Figure 1. Routed metal per tile (run 1).
38 x 38 tiles, from black (low) to pale yellow (high), scaled to the fullest tile. Values are wire area over tile area, all layers added.
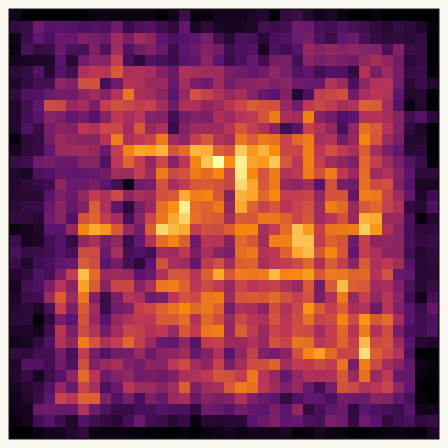
Figure 2. Cell placement (run 1).
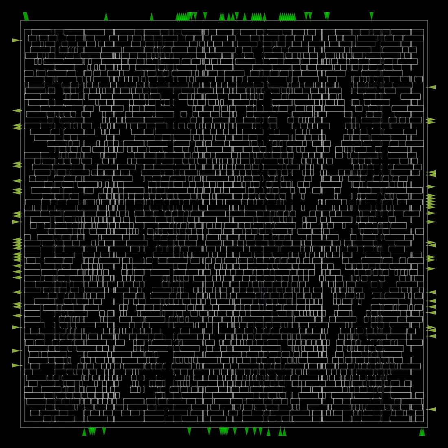
Figure 3. The metal 3 layer (run 1).
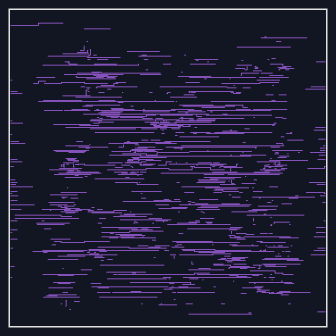
**src/rtl/wb_regfile.sv**
```systemverilog
// Writeback-stage register file: one-entry MEM/WB latch, commit one edge later,
// two read ports and three special-register taps, all bypassed from the latch.
module wb_regfile #(
    parameter int                 DATA_W  = 16,
    parameter logic [DATA_W-1:0]  SP_INIT = 16'hBF00
) (
    input  logic              clk,
    input  logic              rst,
    input  logic              mem_reg_write,
    input  logic [3:0]        mem_write_reg,
    input  logic [DATA_W-1:0] mem_data,
    input  logic              stall,
    input  logic              flush,
    input  logic [3:0]        rd_x_idx,
    input  logic [3:0]        rd_y_idx,
    output logic [DATA_W-1:0] rd_x_data,
    output logic [DATA_W-1:0] rd_y_data,
    output logic [DATA_W-1:0] sp_data,
    output logic [DATA_W-1:0] in_data,
    output logic [DATA_W-1:0] t_data,
    output logic              wb_busy
);
    localparam logic [3:0] IDX_IN    = 4'h9;
    localparam logic [3:0] IDX_SP    = 4'hA;
    localparam logic [3:0] IDX_T     = 4'hB;
    localparam logic [3:0] IDX_EMPTY = 4'hF;

    function automatic logic is_mapped(input logic [3:0] idx);
        return (idx[3] == 1'b0) || (idx == IDX_IN) || (idx == IDX_SP) || (idx == IDX_T);
    endfunction

    logic [DATA_W-1:0] gpr [8];
    logic [DATA_W-1:0] in_q;
    logic [DATA_W-1:0] sp_q;
    logic [DATA_W-1:0] t_q;

    logic              wb_valid;
    logic [3:0]        wb_reg;
    logic [DATA_W-1:0] wb_data;

    logic [DATA_W-1:0] view [16];

    always_ff @(posedge clk or negedge rst) begin
        if (!rst) begin
            for (int i = 0; i < 8; i++) begin
                gpr[i] <= '0;
            end
            in_q     <= '0;
            sp_q     <= SP_INIT;
            t_q      <= '0;
            wb_valid <= 1'b0;
            wb_reg   <= IDX_EMPTY;
            wb_data  <= '0;
        end else begin
            // A flushed entry must never reach storage, even when not stalled.
            if (wb_valid && !stall && !flush) begin
                if (!wb_reg[3]) begin
                    gpr[wb_reg[2:0]] <= wb_data;
                end else begin
                    case (wb_reg)
                        IDX_IN:  in_q <= wb_data;
                        IDX_SP:  sp_q <= wb_data;
                        IDX_T:   t_q  <= wb_data;
                        default: ;
                    endcase
                end
            end

            if (flush) begin
                wb_valid <= 1'b0;
            end else if (!stall) begin
                wb_valid <= mem_reg_write && is_mapped(mem_write_reg);
                wb_reg   <= mem_write_reg;
                wb_data  <= mem_data;
            end
        end
    end

    // Architectural view of all 16 indices; unmapped slots read as zero and
    // wb_valid is only ever set for mapped indices, so the bypass is safe.
    always_comb begin
        for (int i = 0; i < 16; i++) begin
            view[i] = '0;
        end
        for (int i = 0; i < 8; i++) begin
            view[i] = gpr[i];
        end
        view[IDX_IN] = in_q;
        view[IDX_SP] = sp_q;
        view[IDX_T]  = t_q;
        if (wb_valid) begin
            view[wb_reg] = wb_data;
        end
    end

    assign rd_x_data = view[rd_x_idx];
    assign rd_y_data = view[rd_y_idx];
    assign sp_data   = view[IDX_SP];
    assign in_data   = view[IDX_IN];
    assign t_data    = view[IDX_T];
    assign wb_busy   = wb_valid;

endmodule

```
**config.mk**
```make
export PLATFORM = sky130hd
export DESIGN_NAME = wb_regfile
export DESIGN_NICKNAME = d
export VERILOG_FILES = /design/src/rtl/wb_regfile.sv
export SDC_FILE = /design/constraint.sdc
export NUM_CORES = 1
export LEC_CHECK = 0
export ABC_CLOCK_PERIOD_IN_PS = 2900
export CORE_MARGIN = 1.5
export CORE_UTILIZATION = 42
export DETAILED_ROUTE_END_ITERATION = 8
export PLACE_DENSITY_LB_ADDON = 0.15
export SYNTH_ARGS = -nofsm -noshare
export SYNTH_HDL_FRONTEND = slang
export SYNTH_SLANG_ARGS = --single-unit
```
**constraint.sdc**
```tcl
create_clock -name clk -period 2.9 [get_ports clk]
set_clock_uncertainty 0.2 [all_clocks]
set_input_delay 0.435 -clock clk [delete_from_list [all_inputs] [get_ports clk]]
set_output_delay 0.435 -clock clk [all_outputs]
set_load 0.05 [all_outputs]
```
==> impl_metrics.xml, run 1 <==
<?xml version="1.0" encoding="UTF-8"?>
<metrics>
  <group name="routing">
    <metric name="postRouteAntennaNets" unit="">0</metric>
    <metric name="highest_signal_layer_in_the_routed_design" unit="">met4</metric>
    <metric name="detail_route.wl_per_cell" unit="um">29.4</metric>
    <metric name="via_count" unit="">16700</metric>
    <metric name="detailedRoute.firstIterationViolations" unit="">1936</metric>
  </group>
  <group name="clocking">
    <metric name="hold_buffers" unit="">1</metric>
    <metric name="clk_path_buf_depth" unit="">2</metric>
    <metric name="cts-buffers-inserted" unit="">17</metric>
    <metric name="cts_tree" unit="">built</metric>
    <metric name="cts-htree-levels" unit="">4</metric>
    <metric name="cts_setup_buffers" unit="">28</metric>
  </group>
  <group name="setup_path">
    <metric name="critical_path.cell_chain" unit="">buf_4 &gt; nor2b_1 &gt; buf_4 &gt; nand2_8 &gt; buf_12 &gt; nand2_1 &gt; a221o_1 &gt; a32oi_1 &gt; buf_4 &gt; a211o_1 &gt; buf_12</metric>
    <metric name="timing.critical_path.depth" unit="">11</metric>
    <metric name="critical_path.reg2reg.startpoint" unit="">wb_reg[3]</metric>
    <metric name="cell_family_contributing_the_most_delay_on_the_critical_path" unit="">buffers and inverters</metric>
    <metric name="critical_path.max_fanout" unit="">10</metric>
    <metric name="cp-start-kind" unit="">flop</metric>
  </group>
  <group name="synthesis">
    <metric name="yosys.area_share.adder" unit="">0</metric>
    <metric name="synth_area_leader_cell" unit="">sky130_fd_sc_hd__dfrtp_1</metric>
    <metric name="post-synth-top-area-fraction" unit="">0.320</metric>
    <metric name="simple_gate_share" unit="">0.158</metric>
    <metric name="mappedNetlistArea" unit="sq mm">0.0145</metric>
    <metric name="synthTopCellsByCount" unit="">sky130_fd_sc_hd__nand2_1, sky130_fd_sc_hd__mux2_2, sky130_fd_sc_hd__dfrtp_1</metric>
    <metric name="post_synthesis_async_set_or_reset_flop_share" unit="">1.00</metric>
    <metric name="netlist_top_cells_area" unit="">sky130_fd_sc_hd__dfrtp_1, sky130_fd_sc_hd__mux2_2, sky130_fd_sc_hd__nand2_1</metric>
  </group>
  <group name="die">
    <metric name="fp_util" unit="">0.431</metric>
    <metric name="die_w" unit="um">189</metric>
    <metric name="top_level_ports" unit="">114</metric>
  </group>
  <group name="power">
    <metric name="power.share.switching" unit="">0.379</metric>
    <metric name="power-per-cell-area" unit="mW/mm^2">413</metric>
    <metric name="power_frac_clock" unit="">0.271</metric>
    <metric name="seq_cell_power" unit="W">0.00331</metric>
  </group>
  <group name="layout">
    <metric name="area.share.combinational" unit="">0.461</metric>
    <metric name="n_sequential_cell" unit="">197</metric>
    <metric name="layout-drive-gt1-share" unit="">0.498</metric>
    <metric name="non_clock_inverter_count" unit="">24</metric>
    <metric name="postLayoutCellArea" unit="sq mm">0.0223</metric>
    <metric name="final-seq-area" unit="sq mm">0.00494</metric>
  </group>
  <group name="flow_run">
    <metric name="timing.max_cap.violations" unit="">0</metric>
  </group>
  <group name="timing">
    <metric name="setup_viol" unit="">76</metric>
    <metric name="worst_slack" unit="ps">-678</metric>
    <metric name="fin_setup_tns" unit="ps">-24730</metric>
    <metric name="max_slew.worst_pin.slew" unit="ps">563</metric>
  </group>
  <group name="status">
    <metric name="violations" unit="">setup timing</metric>
    <metric name="outcome" unit="">finished, violations left</metric>
  </group>
  <group name="grt">
    <metric name="grt_pass1_wl" unit="mm">106</metric>
  </group>
  <group name="placed_design">
    <metric name="postPlaceCellArea" unit="sq mm">0.0194</metric>
  </group>
</metrics>
Notes on Figure 1 above:
28% of the tiles are over half the peak. The densest ninth of the die: center. The fullest tile reaches 0.97. The mean over all tiles is 0.36. 2.9% of the tiles are nearly empty.

Notes on Figure 2 above:
proportion of cell area occupied by registers: 0.222
number of filler cells placed in the layout: 2747
standard cell core area: 0.0338 sq mm

Notes on Figure 3 above:
398 nets have wire on it. The layer holds 9.6% of the routed length. The layer carries 7130 um of wire.

## Run 2: what changed since run 1
--- a/config.mk
+++ b/config.mk
@@ -8,8 +8,10 @@
 export ABC_CLOCK_PERIOD_IN_PS = 2900
 export CORE_MARGIN = 1.5
 export CORE_UTILIZATION = 42
+export CTS_CLUSTER_DIAMETER = 100
 export DETAILED_ROUTE_END_ITERATION = 8
 export PLACE_DENSITY_LB_ADDON = 0.15
+export SKIP_LAST_GASP = 1
 export SYNTH_ARGS = -nofsm -noshare
 export SYNTH_HDL_FRONTEND = slang
 export SYNTH_SLANG_ARGS = --single-unit
==> impl_metrics.xml, run 2 <==
<?xml version="1.0" encoding="UTF-8"?>
<metrics>
  <group name="status">
    <metric name="outcome" unit="">finished, violations left</metric>
    <metric name="violations" unit="">setup timing</metric>
  </group>
  <group name="setup_path">
    <metric name="critical_path.reg2reg.startpoint" unit="">wb_reg[1]</metric>
    <metric name="cp-start-kind" unit="">flop</metric>
    <metric name="critical_path.most_common_cell" unit="">sky130_fd_sc_hd__buf_4</metric>
    <metric name="critical_path.cell_chain" unit="">buf_4 &gt; nand4bb_4 &gt; buf_4 &gt; o21ai_1 &gt; buf_6 &gt; o221ai_1 &gt; o22ai_1 &gt; buf_4 &gt; a221o_1 &gt; buf_12</metric>
    <metric name="critical_path.max_fanout" unit="">7</metric>
    <metric name="cell_family_contributing_the_most_delay_on_the_critical_path" unit="">buffers and inverters</metric>
    <metric name="worstRegToRegCells" unit="">8</metric>
    <metric name="timing.critical_path.depth" unit="">10</metric>
  </group>
  <group name="layout">
    <metric name="layout-drive-gt1-share" unit="">0.483</metric>
    <metric name="fill_cells" unit="">2787</metric>
    <metric name="area.share.combinational" unit="">0.459</metric>
    <metric name="area.share.sequential" unit="">0.225</metric>
    <metric name="non_clock_inverter_count" unit="">24</metric>
    <metric name="postLayoutCellArea" unit="sq mm">0.0220</metric>
    <metric name="area_added_between_synthesis_and_finish" unit="%">51.0</metric>
    <metric name="n_sequential_cell" unit="">197</metric>
    <metric name="final-seq-area" unit="sq mm">0.00494</metric>
  </group>
  <group name="synthesis">
    <metric name="post_synthesis_async_set_or_reset_flop_share" unit="">1.00</metric>
    <metric name="mappedNetlistArea" unit="sq mm">0.0145</metric>
    <metric name="simple_gate_share" unit="">0.158</metric>
    <metric name="yosysChipArea" unit="sq mm">0.0145</metric>
    <metric name="synthTopCellsByCount" unit="">sky130_fd_sc_hd__nand2_1, sky130_fd_sc_hd__mux2_2, sky130_fd_sc_hd__dfrtp_1</metric>
    <metric name="yosys.area_share.adder" unit="">0</metric>
    <metric name="post-synth-top-area-fraction" unit="">0.320</metric>
  </group>
  <group name="timing">
    <metric name="worst_slack" unit="ps">-704</metric>
    <metric name="max_slew.worst_pin.slew" unit="ps">542</metric>
    <metric name="setup_viol" unit="">70</metric>
  </group>
  <group name="routing">
    <metric name="detailedRoute.firstIterationViolations" unit="">2039</metric>
    <metric name="highest_signal_layer_in_the_routed_design" unit="">met4</metric>
    <metric name="detailroute.wirelength.met2" unit="mm">32.3</metric>
  </group>
  <group name="power">
    <metric name="power_frac_clock" unit="">0.274</metric>
    <metric name="seq_cell_power" unit="W">0.00331</metric>
    <metric name="power.share.switching" unit="">0.377</metric>
    <metric name="comb_cell_power" unit="W">0.00333</metric>
  </group>
  <group name="clocking">
    <metric name="cts-buffers-inserted" unit="">17</metric>
    <metric name="cts-htree-levels" unit="">4</metric>
    <metric name="clk_path_buf_depth" unit="">2</metric>
  </group>
  <group name="die">
    <metric name="die_w" unit="um">189</metric>
    <metric name="placeableCoreArea" unit="sq mm">0.0338</metric>
    <metric name="top_level_ports" unit="">114</metric>
  </group>
  <group name="placed_design">
    <metric name="postPlaceCellArea" unit="sq mm">0.0194</metric>
  </group>
  <group name="grt">
    <metric name="grt_pass1_wl" unit="mm">106</metric>
  </group>
</metrics>
Figure 4. Routed metal per tile (run 2).
38 x 38 tiles, from black (low) to pale yellow (high), scaled to the fullest tile. Values are wire area over tile area, all layers added.
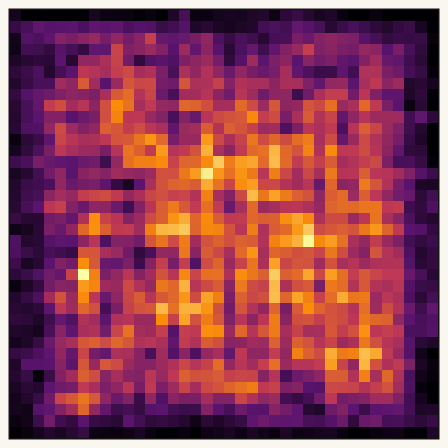
31% of the tiles are over half the peak. The mean over all tiles is 0.35. The densest ninth of the die: center.
Total Wirelength: 73.5 mm
Tot GR Track Use: 0.405
Via Count: 16600
Routed wire per std cell: 29.2 um

Figure 5. The metal 3 layer (run 2).
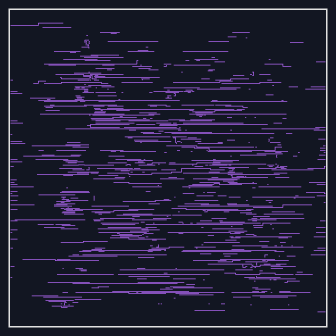
The layer carries 7220 um of wire. The wires run mostly horizontal. The layer holds 9.8% of the routed length. 395 nets have wire on it.
met3 usage: 0.0717

Power is estimated from default activity; no workload was simulated.
